Fig. 1: run 1, routing congestion map
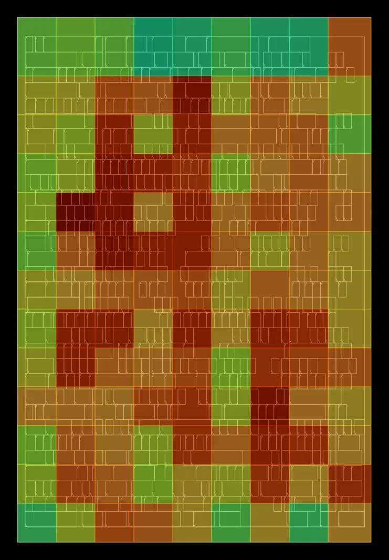
Fig. 2: run 1, metal 3
Scale bar: 20 um.
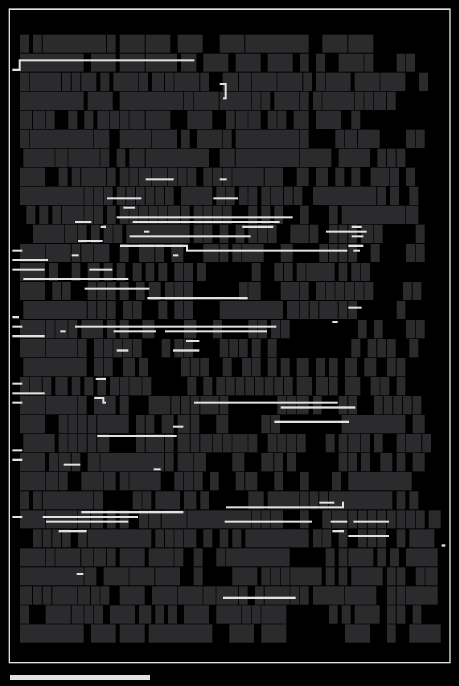
Fig. 3: run 1, metal 1
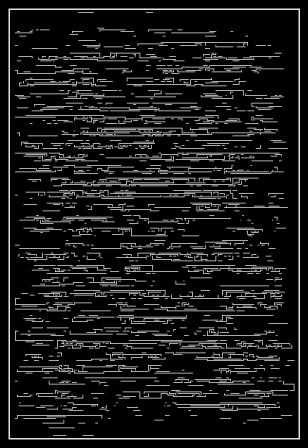
Fig. 4: run 1, the metal 4 layer
Scale bar: 20 um.
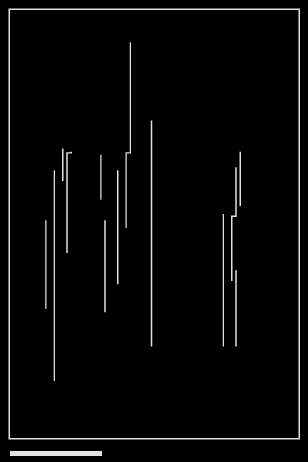
--- config.mk ---
export PLATFORM = sky130hd
export DESIGN_NAME = neuron_accumulator_flat
export DESIGN_NICKNAME = d
export VERILOG_FILES = /design/src/rtl/neuron_accumulator_if.sv /design/src/rtl/neuron_accumulator.sv /design/src/flat_wrapper.sv
export SDC_FILE = /design/constraint.sdc
export NUM_CORES = 1
export LEC_CHECK = 0
export ABC_AREA = 1
export CAP_MARGIN = 20
export CORE_ASPECT_RATIO = 1.5
export CORE_UTILIZATION = 57
export CTS_BUF_LIST = sky130_fd_sc_hd__clkbuf_2
export CTS_CLUSTER_DIAMETER = 200
export CTS_CLUSTER_SIZE = 10
export DETAILED_ROUTE_END_ITERATION = 6
export PLACE_DENSITY = 0.93
export RECOVER_POWER = 100
export REMOVE_ABC_BUFFERS = 1
export SYNTH_ARGS = -nofsm -noshare
export SYNTH_HDL_FRONTEND = slang
export SYNTH_SLANG_ARGS = --single-unit
--- constraint.sdc ---
create_clock -name clk -period 5.2 [get_ports clk]
set_clock_uncertainty 0.1 [all_clocks]
set_input_delay 1.04 -clock clk [delete_from_list [all_inputs] [get_ports clk]]
set_output_delay 1.04 -clock clk [all_outputs]
set_load 0.05 [all_outputs]
--- src/rtl/neuron_accumulator_if.sv ---
// Product/result handshake bundle for the neuron accumulator.
// master drives products and result acceptance; slave is the accumulator.
interface neuron_accumulator_if #(
    parameter int ACC_W = 24
);
    logic             in_valid;
    logic             in_ready;
    logic [15:0]      mul;
    logic [15:0]      bias;
    logic             out_valid;
    logic             out_ready;
    logic [7:0]       out_data;
    logic [ACC_W-1:0] acc_out;

    modport master (
        output in_valid, mul, bias, out_ready,
        input  in_ready, out_valid, out_data, acc_out
    );

    modport slave (
        input  in_valid, mul, bias, out_ready,
        output in_ready, out_valid, out_data, acc_out
    );
endinterface

--- src/rtl/neuron_accumulator.sv ---
// Bias + N-product accumulator with shift, ReLU and 0..127 saturation.
// Result is held until the downstream handshake, then a new sum starts.
module neuron_accumulator #(
    parameter int N_INPUTS = 4,
    parameter int ACC_W    = 24,
    parameter int SHIFT    = 0
) (
    input logic                 clk,
    input logic                 rst_n,
    neuron_accumulator_if.slave bus
);
    localparam int CW = (N_INPUTS > 1) ? $clog2(N_INPUTS) : 1;
    localparam logic signed [ACC_W-1:0] SAT = ACC_W'(127);

    typedef enum logic {ACCUM, HOLD} state_t;

    state_t                  state, state_n;
    logic [CW-1:0]           count;
    logic signed [ACC_W-1:0] acc, acc_n, pre;
    logic signed [ACC_W-1:0] mul_x, bias_x;
    logic                    take, last;

    assign mul_x  = {{(ACC_W-16){bus.mul[15]}}, bus.mul};
    assign bias_x = {{(ACC_W-16){bus.bias[15]}}, bus.bias};
    assign take   = bus.in_valid && (state == ACCUM);
    assign last   = (count == CW'(N_INPUTS-1));
    assign acc_n  = ((count == '0) ? bias_x : acc) + mul_x;

    always_ff @(posedge clk or negedge rst_n) begin
        if (!rst_n) state <= ACCUM;
        else        state <= state_n;
    end

    always_comb begin
        state_n = state;
        unique case (state)
            ACCUM: if (take && last)  state_n = HOLD;
            HOLD:  if (bus.out_ready) state_n = ACCUM;
            default: state_n = ACCUM;
        endcase
    end

    always_ff @(posedge clk or negedge rst_n) begin
        if (!rst_n) begin
            acc   <= '0;
            count <= '0;
        end else if (take) begin
            acc   <= acc_n;
            count <= last ? '0 : count + CW'(1);
        end
    end

    // Activation reads only the registered sum, so HOLD outputs are stable.
    assign pre = acc >>> SHIFT;

    always_comb begin
        bus.out_data = pre[7:0];
        unique case (1'b1)
            pre[ACC_W-1]: bus.out_data = 8'd0;
            (pre > SAT):  bus.out_data = 8'd127;
            default:      bus.out_data = pre[7:0];
        endcase
    end

    assign bus.acc_out   = acc;
    assign bus.in_ready  = (state == ACCUM);
    assign bus.out_valid = (state == HOLD);
endmodule

--- src/flat_wrapper.sv ---
// flat-port wrapper written by rule: the top's interface ports become plain ports
module neuron_accumulator_flat 
#(
    parameter int N_INPUTS = 4,
    parameter int ACC_W    = 24,
    parameter int SHIFT    = 0
)
  (clk, rst_n, bus_in_valid, bus_mul, bus_bias, bus_out_ready, bus_in_ready, bus_out_valid, bus_out_data, bus_acc_out);
  neuron_accumulator_if #(.ACC_W(ACC_W)) bus_i ();
  input logic clk;
  input logic rst_n;
  input wire logic [$bits(bus_i.in_valid)-1:0] bus_in_valid;
  input wire logic [$bits(bus_i.mul)-1:0] bus_mul;
  input wire logic [$bits(bus_i.bias)-1:0] bus_bias;
  input wire logic [$bits(bus_i.out_ready)-1:0] bus_out_ready;
  output wire logic [$bits(bus_i.in_ready)-1:0] bus_in_ready;
  output wire logic [$bits(bus_i.out_valid)-1:0] bus_out_valid;
  output wire logic [$bits(bus_i.out_data)-1:0] bus_out_data;
  output wire logic [$bits(bus_i.acc_out)-1:0] bus_acc_out;
  assign bus_i.in_valid = bus_in_valid;
  assign bus_i.mul = bus_mul;
  assign bus_i.bias = bus_bias;
  assign bus_i.out_ready = bus_out_ready;
  assign bus_in_ready = bus_i.in_ready;
  assign bus_out_valid = bus_i.out_valid;
  assign bus_out_data = bus_i.out_data;
  assign bus_acc_out = bus_i.acc_out;
  neuron_accumulator #(.N_INPUTS(N_INPUTS), .ACC_W(ACC_W), .SHIFT(SHIFT)) u_core (.clk(clk), .rst_n(rst_n), .bus(bus_i));
endmodule
==> run_results.csv, run 1 <==
group,metric,value,unit
run_status,status,"complete, but fails checks",
run_status,violations,"capacitance limit, slew limit",
sta,maxSlewViolCount,28,
sta,setup_viol,0,
setup_path,worstSetupPathType,"flop to flop",
placed_design,dp.cells,691,
clocking,hold_buffers,0,
global_routing,grt_antenna_before_repair,0,
job,cap_violations,1,
sta,fin_ws,0.870,ns
worst_hold_path,hold_path_startpoint,"u_core.bus.acc_out[12]",
global_routing,first_global_vias,3683,
route,ant_nets,0,
logic_synthesis,yosys-mux-area-fraction,0,%
floorplan,std_cell_rows,32,
global_routing,use_met2,68.2,%
floorplan,die_area,5850,um2
setup_path,crit_fanout,32,
logic_synthesis,top_area_share,28.4,%
sta,timing.hold.ws,0.469,ns
logic_synthesis,ys_seq_share,21.4,%
setup_path,critPathLaunchType,"flop",
route,drtIter0Drc,209,
Back to the opening pictures, Fig. 1:
Most Crowded Layer GR: met2
M1 GR Usage: 35.9%
final core occ: 74.2%

Back to the opening pictures, Fig. 2:
nets with wire on the layer = 51
wire length on this layer = 443 um
share of all routed wire = 4.5%
main direction = horizontal
met3 usage: 2.93%
routed wire length: 9.87 mm
Via Count: 3675

Back to the opening pictures, Fig. 3:
longest straight run = 22.5 um
main direction = horizontal
share of all routed wire = 37%

Back to the opening pictures, Fig. 4:
nets with wire on the layer = 13
share of all routed wire = 3.2%
longest straight run = 49.0 um
main direction = vertical
wire length on this layer = 320 um

==> run 1: worst min path at each step <==
stage	endpoint	slack (ns)	cells after the start
after floorplan	u_core.count[1]	0.44	2
after global placement	u_core.bus.acc_out[14]	0.41	2
after detailed placement	u_core.bus.acc_out[0]	0.41	2
after CTS	u_core.bus.acc_out[0]	0.47	2
after global routing	u_core.bus.acc_out[0]	0.50	2
final	u_core.bus.acc_out[12]	0.47	2
==> run 1: final cells by class <==
type / count / area, um2 / area share (%)
Multi-Input combinational cell: 417 / 2010 / 51.8
Timing Repair Buffer: 70 / 688 / 17.7
Sequential cell: 27 / 676 / 17.4
Inverter: 109 / 409 / 10.5
Tap cell: 68 / 85.1 / 2.19
Clock buffer: 3 / 15.0 / 0.386
Clock inverter: 1 / 5.00 / 0.129
--- run 2 (diff from run 1) ---
--- a/config.mk
+++ b/config.mk
@@ -8,12 +8,12 @@
 export ABC_AREA = 1
 export CAP_MARGIN = 20
 export CORE_ASPECT_RATIO = 1.5
-export CORE_UTILIZATION = 57
+export CORE_UTILIZATION = 48
 export CTS_BUF_LIST = sky130_fd_sc_hd__clkbuf_2
 export CTS_CLUSTER_DIAMETER = 200
 export CTS_CLUSTER_SIZE = 10
 export DETAILED_ROUTE_END_ITERATION = 6
-export PLACE_DENSITY = 0.93
+export PLACE_DENSITY = 0.84
 export RECOVER_POWER = 100
 export REMOVE_ABC_BUFFERS = 1
 export SYNTH_ARGS = -nofsm -noshare
==> constraint.sdc (replaced) <==
create_clock -name clk -period 3.95 [get_ports clk]
set_clock_uncertainty 0.1 [all_clocks]
set_input_delay 0.79 -clock clk [delete_from_list [all_inputs] [get_ports clk]]
set_output_delay 0.79 -clock clk [all_outputs]
set_load 0.05 [all_outputs]
==> run 2 against run 1 <==
  * The flow still finishes with violations (capacitance limit, slew limit)
  * Setup slack lost 0.68 ns
  * Final cell count is 1.0% higher
==> run_results.csv, run 2 <==
group,metric,value,unit
final_layout,drive_above_1_share,2.23,%
sta,maxSlewViolCount,28,
global_routing,grt_antenna_before_repair,0,
route,via_count,3502,
sta,setup_viol,0,
worst_hold_path,min_to,"u_core.bus.acc_out[0]",
setup_path,cp-endpoint,"bus_out_data[3]",
final_layout,post-route-util,62.6,%
route,wl,9.27,mm
placed_design,dp.cells,698,
sta,fin_ws,0.190,ns
setup_path,critPathLaunchType,"flop",
setup_path,crit_fanout,7,
job,cap_violations,1,
global_routing,first_global_vias,3312,
worst_hold_path,hold_depth,2,
clocking,ctsResizeCount,0,
run_status,violations,"capacitance limit, slew limit",
floorplan,die_area,6920,um2
logic_synthesis,ys_seq_share,21.4,%
worst_hold_path,hold_path_startpoint,"u_core.bus.acc_out[0]",
route,drtIter0Drc,205,
global_routing,gr-max-usage-layer,"met2",
sta,relSlewSlack,-8.10,%
run_status,status,"complete, but fails checks",
logic_synthesis,top_area_share,28.4,%
route,ant_nets,0,
logic_synthesis,synth.avg_cell_area,5.63,um2
clocking,hold_buffers,0,
worst_hold_path,hold_class,"flop to flop",
[run 2: logic make-up (layout without fill, tap and decap cells)]
logic type / after synthesis / count (layout) / synth area share (%)
AOI/OAI and AO/OA: 42 / 42 / 7.04
xor gates and xnor gates: 6 / 6 / 1.66
adders and majority gates: 27 / 27 / 10.9
buffers and inverters: 118 / 184 / 14.4
DFF: 27 / 27 / 21.4
other: 1 / 1 / 0.119
and+or+nand+nor: 341 / 341 / 44.5
[run 2: final cells by class]
cell class / instances / area [um2]
Fill cell: 621 / 2340
Timing Repair Buffer: 71 / 696
Tap cell: 74 / 92.6
Inverter: 109 / 409
Clock buffer: 3 / 15.0
Clock inverter: 1 / 8.76
Multi-Input combinational cell: 417 / 2020
Sequential cell: 27 / 676
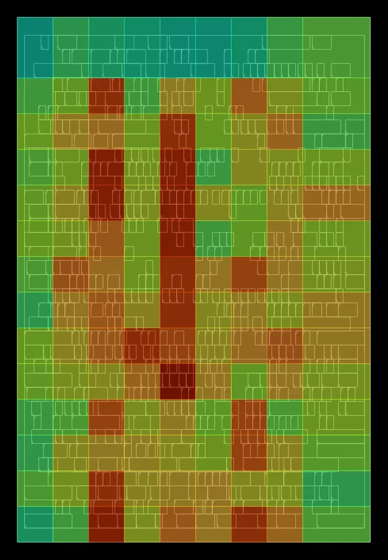
Fig. 5. Routing congestion map (run 2).
average wire per standard cell: 13.2 um
grt met2 use: 52.7%
total global-route track usage: 28.4%
M1 GR Usage: 34.0%
met3 usage: 1.13%

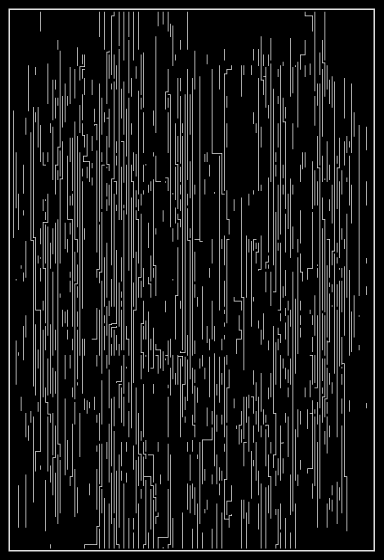
Fig. 6. Signal wires on met2 (run 2).
longest straight run = 52.0 um
share of all routed wire = 54%
main direction = vertical
nets with wire on the layer = 534

